Design key_scan, sky130hd; sources not shown.
**Sequential cells grouped by signal name**

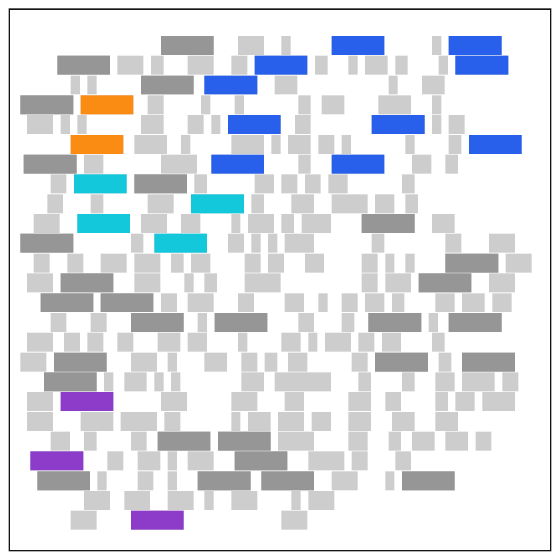
[orange] row_q | placed flops: 2
[cyan] hit_code_q | placed flops: 4
[blue] div_q | placed flops: 10
[purple] num | placed flops: 3
not coloured: 28
flop share of the area: 38.3%
Core Util, Final: 50.3%
FF/Latch Area: 941 um2

**Routed metal, one colour a layer**

Bar = 20 um. Only two layers are drawn.
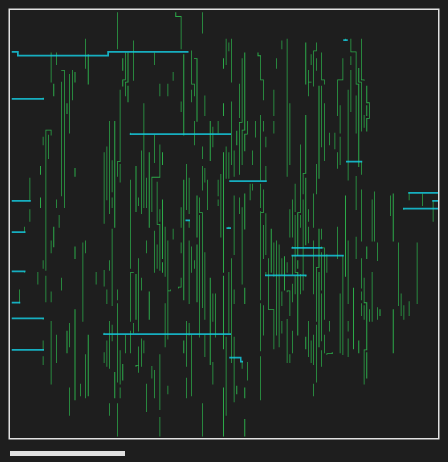
[cyan] metal 3 | wire length: 139 um
[green] metal 2 | wire length: 2080 um
Post-Route WL: 4620 um
gr usage total: 19.0%
Avg WL per Cell: 14.7 um
vias: 1661

**Placement by cell class**

Fill, decap, tap and diode cells in grey.
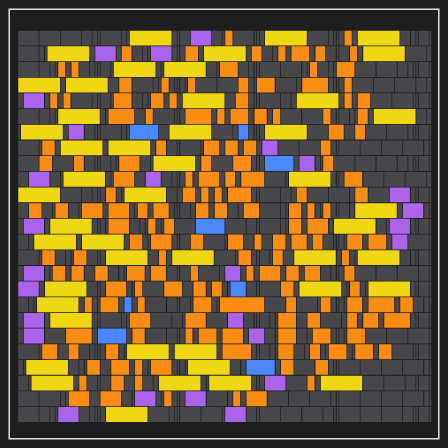
[blue] clock drivers and dummy loads | cells: 8 | share of their area: 3.6%
[orange] combinational and other logic | cells: 165 | share of their area: 47%
[purple] remaining buffers and delay cells | cells: 26 | share of their area: 10%
[yellow] sequential cells | cells: 47 | share of their area: 40%
final cell area excluding filler cells: 2450 um2
row cnt: 25
Core ar.: 4880 um2

**Cell outlines without signal wires**

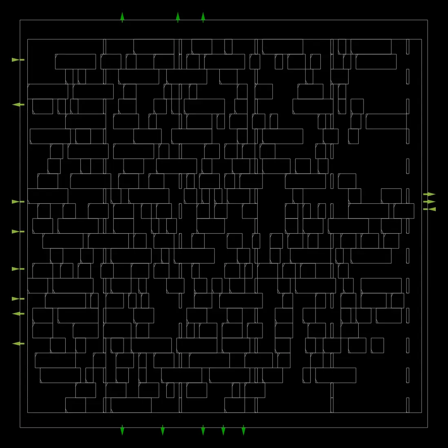
post-route insts no fill: 313
FF+latch count: 47
# fillers: 583

**Routed metal per tile**

Bar = 20 um. 15 x 15 tiles, from black (low) to pale yellow (high), scaled to the fullest tile. Values are wire area over tile area, all layers added.
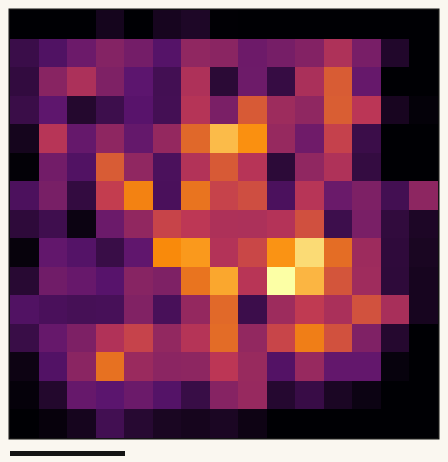
mean over tiles: 0.13
tiles over half the peak: 16%
nearly empty tiles: 16%
fullest tile: 0.45
densest ninth of the die: centre

==> summary.txt <==
Async S/R FF share, synth: 0%
Ys flops: 47
Status: finished, final reports clean
Post-synth area hogs: dfxtp_1, mux2i_1, nor2_1
Setup bufs post-CTS: 0
Final setup viols: 0
DRC errors left: 0
Hold-fix buffers, CTS: 0
Inserted Clock Buffers: 5
Yosys aoi share: 12.2%
Worst Skew: 0.00321 ns
Log Warnings: 27
Synthesized area: 2090 um2
MaxCap Viol Count: 0
Max Clk Rate: 0.383 GHz
Worst r2r path cells: 8
Initial DRC Count: 68
Setup TNS Final: 0 ns
Most numerous logic cell after layout: dfxtp_1
Cts repair resizes: 0
==> worst max-delay path, cell delays in order, from the launching register on <==
cell and delay, ns:
dfxtp_1 0.36, ha_1 0.25, nand4b_1 0.15, o41a_1 0.52
or4b_4 0.57, nor4_4 0.14, buf_4 0.21, mux2i_1 0.22
nor2_1 0.07
==> cells by family after synthesis <==
group                      after synthesis
AOI/OAI and AO/OA                       37
and+or+nand+nor                         88
xor gates and xnor gates                12
DFF                                     47
buffers and inverters                   20
adders and majority gates                4
muxes                                   15
==> stage by stage <==
stage	hold WS, ns	instances	utilization [%]	setup slack (ns)
global placement	0.391	305	48.6	0.399
CTS	0.419	313	50.3	0.271
finish	0.415	313	50.3	0.290
detailed placement	0.398	305	48.6	0.310
floorplan	0.389	223	-	0.396
global route	0.431	313	50.3	0.108
==> synthesized netlist by cell type, types with 5 or more instances <==
cell      number
nor3_1        10
nor2_1        21
a31oi_1        8
xnor2_1        8
nand2_1        9
or2_2          9
inv_1          9
clkbuf_1      10
dfxtp_1       47
mux2i_1       14
a21oi_1        7
nand3_1        5
==> metal layers <==
metal | up-vias | global-route usage (%) | share of wire (%)
li1 | 829 | - | -
met1 | 798 | 26.0 | 50
met2 | 25 | 29.5 | 45
met3 | 9 | 4.07 | 3.0
met4 | 0 | 6.92 | 1.9
met5 | - | 0 | 0
==> cell type report <==
type,count,area (um2)
fill,583,2420
tap,67,83.8
multi-input combinational,156,1070
clock inverter,2,12.5
inverter,9,33.8
timing repair buffer,26,240
clock buffer,6,72.6
sequential,47,941
==> power by group <==
| part | internal, mW | total (mW) | switching [mW] |
|---|---|---|---|
| combinational | 0.0247 | 0.0535 | 0.0288 |
| sequential | 0.654 | 0.660 | 0.00623 |
| clock | 0.169 | 0.398 | 0.229 |
| total | 0.847 | 1.11 | 0.264 |
No activity file was given, so power comes from the tool's default toggle rates.
